`src/rtl/drac_pkg.sv`:
```
// Shared core types for the CSR access path: command encoding and CSR address width.
package drac_pkg;

  localparam int CSR_ADDR_SIZE = 12;

  typedef enum logic [2:0] {
    CSR_CMD_NOPE  = 3'd0,
    CSR_CMD_WRITE = 3'd1,
    CSR_CMD_SET   = 3'd2,
    CSR_CMD_CLEAR = 3'd3,
    CSR_CMD_SYS   = 3'd4,
    CSR_CMD_READ  = 3'd5
  } csr_cmd_t;

endpackage

```
`src/rtl/csr_access_ctrl_if.sv`:
```
// Bundle of writeback-side request signals and CSR-file-side signals for csr_access_ctrl.
interface csr_access_ctrl_if;
  import drac_pkg::*;

  logic                     req_valid_i;
  csr_cmd_t                 req_cmd_i;
  logic [CSR_ADDR_SIZE-1:0] req_addr_i;
  logic [63:0]              req_data_i;
  logic                     kill_i;
  logic                     req_ready_o;
  logic                     stall_o;

  logic                     csr_req_valid_o;
  csr_cmd_t                 csr_cmd_o;
  logic [CSR_ADDR_SIZE-1:0] csr_addr_o;
  logic [63:0]              csr_data_o;
  logic                     csr_resp_valid_i;
  logic [63:0]              csr_rdata_i;
  logic                     csr_xcpt_i;

  logic                     rdata_valid_o;
  logic [63:0]              rdata_o;
  logic                     xcpt_o;
  logic                     timeout_o;
  logic                     flush_o;

  modport slave (
    input  req_valid_i, req_cmd_i, req_addr_i, req_data_i, kill_i,
    input  csr_resp_valid_i, csr_rdata_i, csr_xcpt_i,
    output req_ready_o, stall_o,
    output csr_req_valid_o, csr_cmd_o, csr_addr_o, csr_data_o,
    output rdata_valid_o, rdata_o, xcpt_o, timeout_o, flush_o
  );

  modport master (
    output req_valid_i, req_cmd_i, req_addr_i, req_data_i, kill_i,
    output csr_resp_valid_i, csr_rdata_i, csr_xcpt_i,
    input  req_ready_o, stall_o,
    input  csr_req_valid_o, csr_cmd_o, csr_addr_o, csr_data_o,
    input  rdata_valid_o, rdata_o, xcpt_o, timeout_o, flush_o
  );

endinterface

```
`src/rtl/csr_access_ctrl.sv`:
```
// Sequences one CSR access from writeback to the CSR file: issue, wait with timeout,
// then a single-cycle completion carrying read data, exception and flush indication.
module csr_access_ctrl
  import drac_pkg::*;
#(
  parameter int unsigned TIMEOUT_CYCLES = 64
) (
  input  logic             clk_i,
  input  logic             rst_i,
  csr_access_ctrl_if.slave bus
);

  localparam int unsigned      DATA_W   = 64;
  localparam int unsigned      CNT_W    = $clog2(TIMEOUT_CYCLES) + 1;
  localparam logic [CNT_W-1:0] CNT_LAST = CNT_W'(TIMEOUT_CYCLES - 1);

  if (TIMEOUT_CYCLES < 2 || TIMEOUT_CYCLES > 1024) begin : g_bad_timeout
    $error("csr_access_ctrl: TIMEOUT_CYCLES must lie in 2..1024");
  end

  typedef enum logic [1:0] {
    IDLE = 2'd0,
    REQ  = 2'd1,
    WAIT = 2'd2,
    DONE = 2'd3
  } state_e;

  state_e                   state_q,   state_d;
  logic [CNT_W-1:0]         cnt_q,     cnt_d;
  csr_cmd_t                 cmd_q,     cmd_d;
  logic [CSR_ADDR_SIZE-1:0] addr_q,    addr_d;
  logic [DATA_W-1:0]        data_q,    data_d;
  logic [DATA_W-1:0]        rdata_q,   rdata_d;
  logic                     xcpt_q,    xcpt_d;
  logic                     timeout_q, timeout_d;
  logic                     accept;

  always_ff @(posedge clk_i) begin
    if (rst_i) begin
      state_q   <= IDLE;
      cnt_q     <= '0;
      cmd_q     <= CSR_CMD_NOPE;
      addr_q    <= '0;
      data_q    <= '0;
      rdata_q   <= '0;
      xcpt_q    <= 1'b0;
      timeout_q <= 1'b0;
    end else begin
      state_q   <= state_d;
      cnt_q     <= cnt_d;
      cmd_q     <= cmd_d;
      addr_q    <= addr_d;
      data_q    <= data_d;
      rdata_q   <= rdata_d;
      xcpt_q    <= xcpt_d;
      timeout_q <= timeout_d;
    end
  end

  always_comb begin
    state_d   = state_q;
    cnt_d     = cnt_q;
    cmd_d     = cmd_q;
    addr_d    = addr_q;
    data_d    = data_q;
    rdata_d   = rdata_q;
    xcpt_d    = xcpt_q;
    timeout_d = timeout_q;
    accept    = 1'b0;

    unique case (state_q)
      IDLE: begin
        accept = bus.req_valid_i && (bus.req_cmd_i != CSR_CMD_NOPE) && !bus.kill_i;
        if (accept) begin
          cmd_d   = bus.req_cmd_i;
          addr_d  = bus.req_addr_i;
          data_d  = bus.req_data_i;
          state_d = REQ;
        end
      end
      REQ: begin
        // A kill here drops the access before anything reaches the CSR file.
        if (bus.kill_i) begin
          state_d = IDLE;
        end else begin
          cnt_d   = '0;
          state_d = WAIT;
        end
      end
      WAIT: begin
        // The response takes priority over an expiring timeout in the same cycle.
        if (bus.csr_resp_valid_i) begin
          rdata_d   = bus.csr_rdata_i;
          xcpt_d    = bus.csr_xcpt_i;
          timeout_d = 1'b0;
          state_d   = DONE;
        end else if (cnt_q == CNT_LAST) begin
          rdata_d   = '0;
          xcpt_d    = 1'b1;
          timeout_d = 1'b1;
          state_d   = DONE;
        end else begin
          cnt_d = cnt_q + CNT_W'(1);
        end
      end
      DONE: begin
        state_d = IDLE;
      end
      default: begin
        state_d = IDLE;
      end
    endcase
  end

  always_comb begin
    bus.req_ready_o     = (state_q == IDLE);
    bus.stall_o         = accept || (state_q == REQ) || (state_q == WAIT);
    bus.csr_req_valid_o = (state_q == REQ) && !bus.kill_i;
    bus.csr_cmd_o       = cmd_q;
    bus.csr_addr_o      = addr_q;
    bus.csr_data_o      = data_q;
    bus.rdata_valid_o   = (state_q == DONE);
    bus.rdata_o         = rdata_q;
    bus.xcpt_o          = xcpt_q;
    bus.timeout_o       = (state_q == DONE) && timeout_q;
    // A system command retires by flushing the pipeline, unless it trapped.
    bus.flush_o         = (state_q == DONE) && (cmd_q == CSR_CMD_SYS) && !xcpt_q;
  end

endmodule

```
`src/flat_wrapper.sv`:
```
// flat-port wrapper written by rule: the top's interface ports become plain ports
module csr_access_ctrl_flat import drac_pkg::*;
#(
  parameter int unsigned TIMEOUT_CYCLES = 64
)
  (clk_i, rst_i, bus_req_valid_i, bus_req_cmd_i, bus_req_addr_i, bus_req_data_i, bus_kill_i, bus_csr_resp_valid_i, bus_csr_rdata_i, bus_csr_xcpt_i, bus_req_ready_o, bus_stall_o, bus_csr_req_valid_o, bus_csr_cmd_o, bus_csr_addr_o, bus_csr_data_o, bus_rdata_valid_o, bus_rdata_o, bus_xcpt_o, bus_timeout_o, bus_flush_o);
  csr_access_ctrl_if bus_i ();
  input  logic clk_i;
  input  logic rst_i;
  input wire logic [$bits(bus_i.req_valid_i)-1:0] bus_req_valid_i;
  input wire logic [$bits(bus_i.req_cmd_i)-1:0] bus_req_cmd_i;
  input wire logic [$bits(bus_i.req_addr_i)-1:0] bus_req_addr_i;
  input wire logic [$bits(bus_i.req_data_i)-1:0] bus_req_data_i;
  input wire logic [$bits(bus_i.kill_i)-1:0] bus_kill_i;
  input wire logic [$bits(bus_i.csr_resp_valid_i)-1:0] bus_csr_resp_valid_i;
  input wire logic [$bits(bus_i.csr_rdata_i)-1:0] bus_csr_rdata_i;
  input wire logic [$bits(bus_i.csr_xcpt_i)-1:0] bus_csr_xcpt_i;
  output wire logic [$bits(bus_i.req_ready_o)-1:0] bus_req_ready_o;
  output wire logic [$bits(bus_i.stall_o)-1:0] bus_stall_o;
  output wire logic [$bits(bus_i.csr_req_valid_o)-1:0] bus_csr_req_valid_o;
  output wire logic [$bits(bus_i.csr_cmd_o)-1:0] bus_csr_cmd_o;
  output wire logic [$bits(bus_i.csr_addr_o)-1:0] bus_csr_addr_o;
  output wire logic [$bits(bus_i.csr_data_o)-1:0] bus_csr_data_o;
  output wire logic [$bits(bus_i.rdata_valid_o)-1:0] bus_rdata_valid_o;
  output wire logic [$bits(bus_i.rdata_o)-1:0] bus_rdata_o;
  output wire logic [$bits(bus_i.xcpt_o)-1:0] bus_xcpt_o;
  output wire logic [$bits(bus_i.timeout_o)-1:0] bus_timeout_o;
  output wire logic [$bits(bus_i.flush_o)-1:0] bus_flush_o;
  assign bus_i.req_valid_i = bus_req_valid_i;
  assign bus_i.req_cmd_i = bus_req_cmd_i;
  assign bus_i.req_addr_i = bus_req_addr_i;
  assign bus_i.req_data_i = bus_req_data_i;
  assign bus_i.kill_i = bus_kill_i;
  assign bus_i.csr_resp_valid_i = bus_csr_resp_valid_i;
  assign bus_i.csr_rdata_i = bus_csr_rdata_i;
  assign bus_i.csr_xcpt_i = bus_csr_xcpt_i;
  assign bus_req_ready_o = bus_i.req_ready_o;
  assign bus_stall_o = bus_i.stall_o;
  assign bus_csr_req_valid_o = bus_i.csr_req_valid_o;
  assign bus_csr_cmd_o = bus_i.csr_cmd_o;
  assign bus_csr_addr_o = bus_i.csr_addr_o;
  assign bus_csr_data_o = bus_i.csr_data_o;
  assign bus_rdata_valid_o = bus_i.rdata_valid_o;
  assign bus_rdata_o = bus_i.rdata_o;
  assign bus_xcpt_o = bus_i.xcpt_o;
  assign bus_timeout_o = bus_i.timeout_o;
  assign bus_flush_o = bus_i.flush_o;
  csr_access_ctrl #(.TIMEOUT_CYCLES(TIMEOUT_CYCLES)) u_core (.clk_i(clk_i), .rst_i(rst_i), .bus(bus_i));
endmodule
```
`config.mk`:
```
export PLATFORM = sky130hd
export DESIGN_NAME = csr_access_ctrl_flat
export DESIGN_NICKNAME = d
export VERILOG_FILES = /design/src/rtl/drac_pkg.sv /design/src/rtl/csr_access_ctrl_if.sv /design/src/rtl/csr_access_ctrl.sv /design/src/flat_wrapper.sv
export SDC_FILE = /design/constraint.sdc
export NUM_CORES = 1
export LEC_CHECK = 0
export ABC_AREA = 1
export CAP_MARGIN = 20
export CELL_PAD_IN_SITES_DETAIL_PLACEMENT = 0
export CELL_PAD_IN_SITES_GLOBAL_PLACEMENT = 2
export CORE_UTILIZATION = 23
export CTS_CLUSTER_SIZE = 30
export DETAILED_ROUTE_END_ITERATION = 8
export MAX_ROUTING_LAYER = met4
export PLACE_DENSITY = 0.93
export SYNTH_ARGS = -nofsm -noshare
export SYNTH_HDL_FRONTEND = slang
export SYNTH_SLANG_ARGS = --single-unit
```
`constraint.sdc`:
```
create_clock -name clk_i -period 2.7 [get_ports clk_i]
set_input_delay 0.54 -clock clk_i [delete_from_list [all_inputs] [get_ports clk_i]]
set_output_delay 0.54 -clock clk_i [all_outputs]
set_load 0.005 [all_outputs]
```
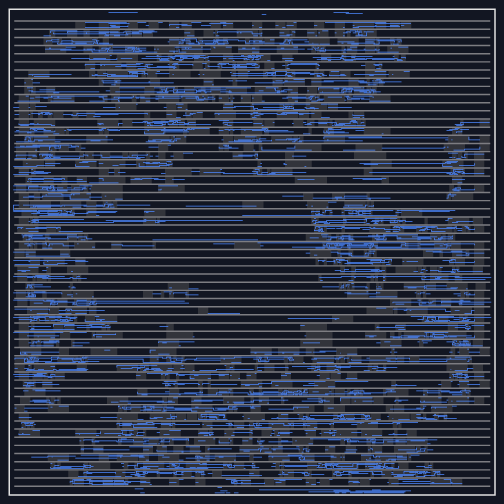
*The metal 1 layer, run 1*
Drawn at 3 px/micron. Supply wires on this layer in grey.
main direction: horizontal
longest straight run: 51.5 microns

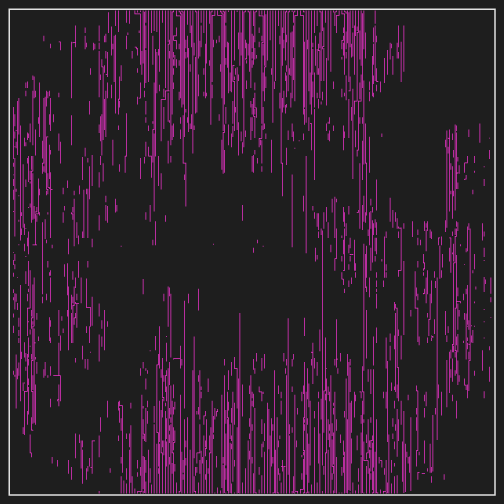
*Met2 routing, run 1*
Drawn at 3 px/micron.
main direction: vertical
longest straight run: 78.2 microns
share of all routed wire: 50%
wire length on this layer: 9930 microns
nets with wire on the layer: 900

==> out/results.ini, run 1 <==
[grt]
grt_pass1_wl_microns=30700
first_global_vias=5469

[layout]
register_area_sq_mm=0.00308
drive_gt1_share_pct=9.26
clock_buffers=18
largestClassByArea=non-clock buffers
syn2layout_area_growth_pct=66.3
comb_area_share_pct=24.3

[setup_path]
critPathRequiredTime_ps=2160
r2r-end=u_core.bus.rdata_o[37]$_SDFFE_PP0P_
end_kind=output pin
worst-path-stages=6
r2r-start=u_core.cnt_q[0]$_SDFFE_PP0P_
cp_top_family=buffers and inverters
critical_path_peak_fanout=2

[die]
fp.dieW_microns=161
die_height_microns=161
io_pins=299

[clocking]
ctsRootBufferMaster=clkbuf_16
htree_levels=4
post-cts-setup-buffers=0
cts_sinks=154
cts_tree=done
clock_latency_ps=410

[logic_synthesis]
edf_count=0
yosysCellCount=738
syn-num-nets=888
synth_top_cell_by_count=nand2_1
mux_share_pct=0
ys_types=22
adder_share_pct=0.214
ys_top_logic_family=simple AND/OR/NAND/NOR gates

[power]
p_sw_share_pct=23.8
p_comb_mw=0.720
p_comb_share_pct=12.6
ir_drop_mv=0.368
p_leak_nw=3.37
p_seq_mw=2.41

[run]
warning_count=26

[placement]
routabilityCongestion=0.798
hpwl_microns=13700

[run_status]
status=completed

[detailed_routing]
vias_per_cell=4.24
ant_nets=0
vias=5728
wirelength_microns=20000
route.detailed.drc=0

[timing]
hold_viol=0
fin_crit_ps=2560
rsz0062_at_grt=false
timing.hold.ws_ps=423

[hold_path]
hp-start=rst_i

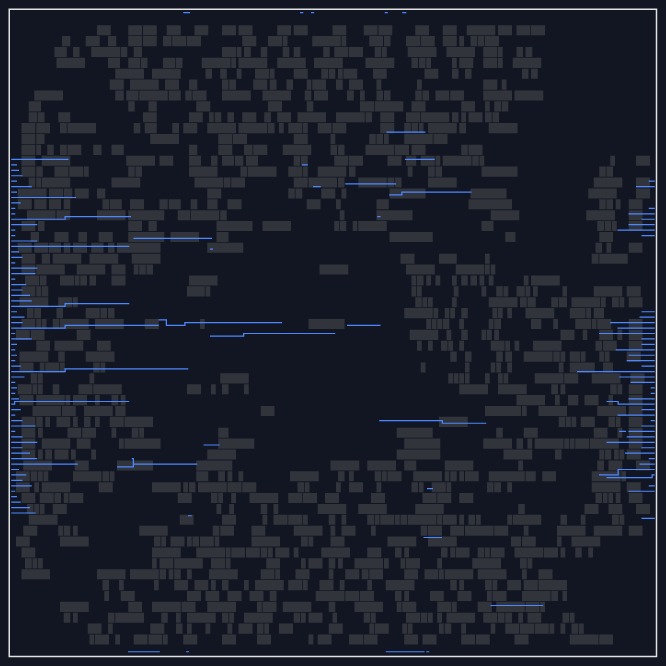
*The metal 3 layer, run 1*
Drawn at 4 px/micron.
nets with wire on the layer: 121
wire length on this layer: 887 microns
share of all routed wire: 4.4%
main direction: horizontal

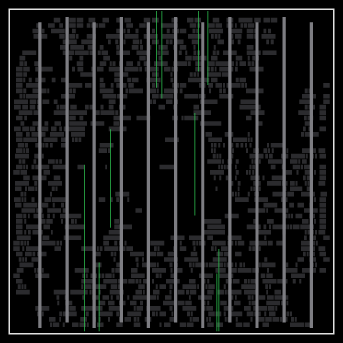
*Signal wires on met4, run 1*
Drawn at 2 px/micron. Supply wires on this layer in grey.
nets with wire on the layer: 9
share of all routed wire: 2.2%
longest straight run: 83.0 microns
wire length on this layer: 435 microns
main direction: vertical

## run 1: cells in the final DEF, fill, tap and decap left out, types with 17 or more instances in the layout
cell,count
nor2_1,20
clkbuf_16,17
a21oi_2,20
inv_1,23
nand2_1,226
dfxtp_1,154
nand2_2,22
clkdlybuf4s50_1,297
nand3_1,73
a21oi_1,127
## run 1: metal layers
metal,part of all wire (%),track usage (%),vias to the layer above
met4,2.2,6.22,0
met1,44,18.7,2611
li1,-,-,2947
met2,50,25.4,148
met3,4.4,3.44,22
met5,0,-,-
## run 1: cell families after synthesis
| family | count (synthesis) |
|---|---|
| and+or+nand+nor | 349 |
| DFF | 154 |
| adders and majority gates | 1 |
| buffers and inverters | 80 |
| AOI/OAI and AO/OA | 154 |
### Routing congestion, run 1

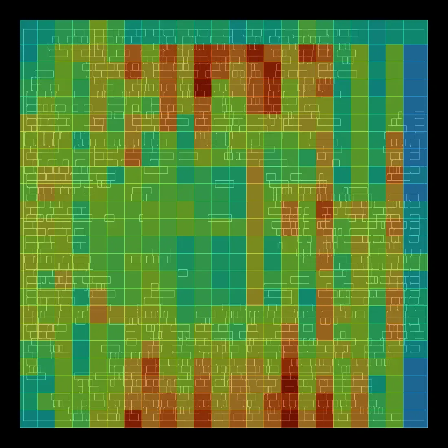

==> inputs of run 2 (changes only) <==
--- a/config.mk
+++ b/config.mk
@@ -14,6 +14,7 @@
 export DETAILED_ROUTE_END_ITERATION = 8
 export MAX_ROUTING_LAYER = met4
 export PLACE_DENSITY = 0.93
+export REMOVE_ABC_BUFFERS = 1
 export SYNTH_ARGS = -nofsm -noshare
 export SYNTH_HDL_FRONTEND = slang
 export SYNTH_SLANG_ARGS = --single-unit
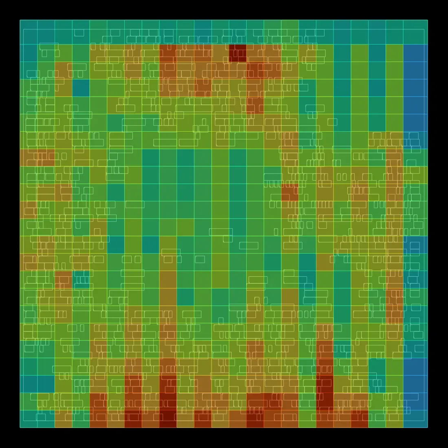
*Routing congestion, run 2*
met3 Use GR: 4.24%
busiest grt layer: met2
WL per Instance: 14.7 microns
final core occ: 39.3%

==> out/results.ini, run 2 <==
[timing]
period_used_pct=93.7
hold_viol=0
timing.hold.ws_ps=464
rsz0062_at_grt=false
fin_crit_ps=2530

[hold_path]
hp-start=u_core.bus.csr_data_o[17]$_SDFFE_PP0P_
hold_path_class=reg2reg
hold_depth=2

[setup_path]
r2r-end=u_core.bus.rdata_o[8]$_SDFFE_PP0P_
cp_top_family=buffers and inverters
r2r-start=u_core.cnt_q[0]$_SDFFE_PP0P_
critical_path_peak_fanout=2
end_kind=output pin
worstPathArrival_ps=1990
critPathRequiredTime_ps=2160

[detailed_routing]
wl_met2_microns=9440
vias=5770
vias_per_cell=4.28
route.detailed.drc=0
wirelength_microns=19900
wl_met3_microns=1110
routed.top_layer=met4
m1WireLength_microns=8980
ant_nets=0

[run]
warning_count=25

[logic_synthesis]
top_cells_by_area=dfxtp_1, nand2_1, a21oi_1
yosys.area_share.aoi_pct=14.6
edf_count=0
ys_types=22
synth_top_cell_by_count=nand2_1
adder_share_pct=0.214
netlist_instances=738
synthTopCellsByCount=nand2_1, dfxtp_1, a21oi_1
mux_share_pct=0
yosysCellCount=738
ys_top_logic_family=simple AND/OR/NAND/NOR gates

[die]
die_height_microns=161
io_pins=299
fp.dieW_microns=161

[clocking]
cts_tree=done
clock_latency_ps=420
htree_levels=4
ctsRootBufferMaster=clkbuf_16
post-cts-setup-buffers=0
cts_sinks=154
cts_hold_buffers=0

[layout]
layout_top_cell=clkdlybuf4s50_1
drive_gt1_share_pct=9.17
final_cell_mix=clkdlybuf4s50_1, nand2_1, dfxtp_1
syn2layout_area_growth_pct=65.3
fin_cells=1349

[placement]
hpwl_microns=13600
routabilityCongestion=0.791

[power]
ir_drop_mv=0.289
p_leak_nw=3.34

[grt]
grt_use_total_pct=15.5
first_global_vias=5546
grt_pass1_wl_microns=30800
use_met1_pct=19.2

[run_status]
status=completed

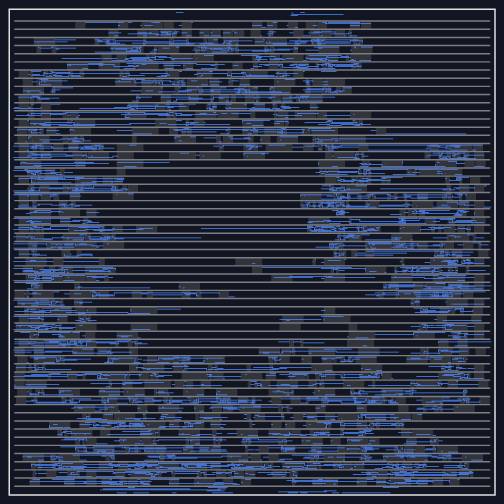
*The metal 1 layer, run 2*
Drawn at 3 px/micron. Supply wires on this layer in grey.
share of all routed wire: 45%
main direction: horizontal
nets with wire on the layer: 1024
longest straight run: 40.5 microns

## run 2: cell count changes in the layout (fill, tap and decap cells not counted), moves of 2 or more
cell        delta
bufinv_16      -4
clkinvlp_4     -2
inv_6          -2
clkinv_4       +4
buf_4          -3
inv_8          +4
## run 2: layout make-up
| cell class | instances | area (sq um) |
|---|---|---|
| fill | 2512 | 14900 |
| sequential | 154 | 3080 |
| inverter | 26 | 97.6 |
| multi-input combinational | 504 | 2370 |
| timing repair buffer | 309 | 3150 |
| tap | 324 | 405 |
| clock inverter | 14 | 135 |
| clock buffer | 18 | 429 |
## run 2: tightest hold or removal path, cell delays in order (launching register included)
cell     delay (ps)
dfxtp_1         310
nand2_1          60
a21oi_1          50
## run 2: where the power goes
group          internal, mW  switching (mW)
Combinational         0.426           0.297
Clock                  1.22            1.09
Sequential             2.36          0.0481
Power figures rest on the tool's default switching activity, not on a simulated workload.
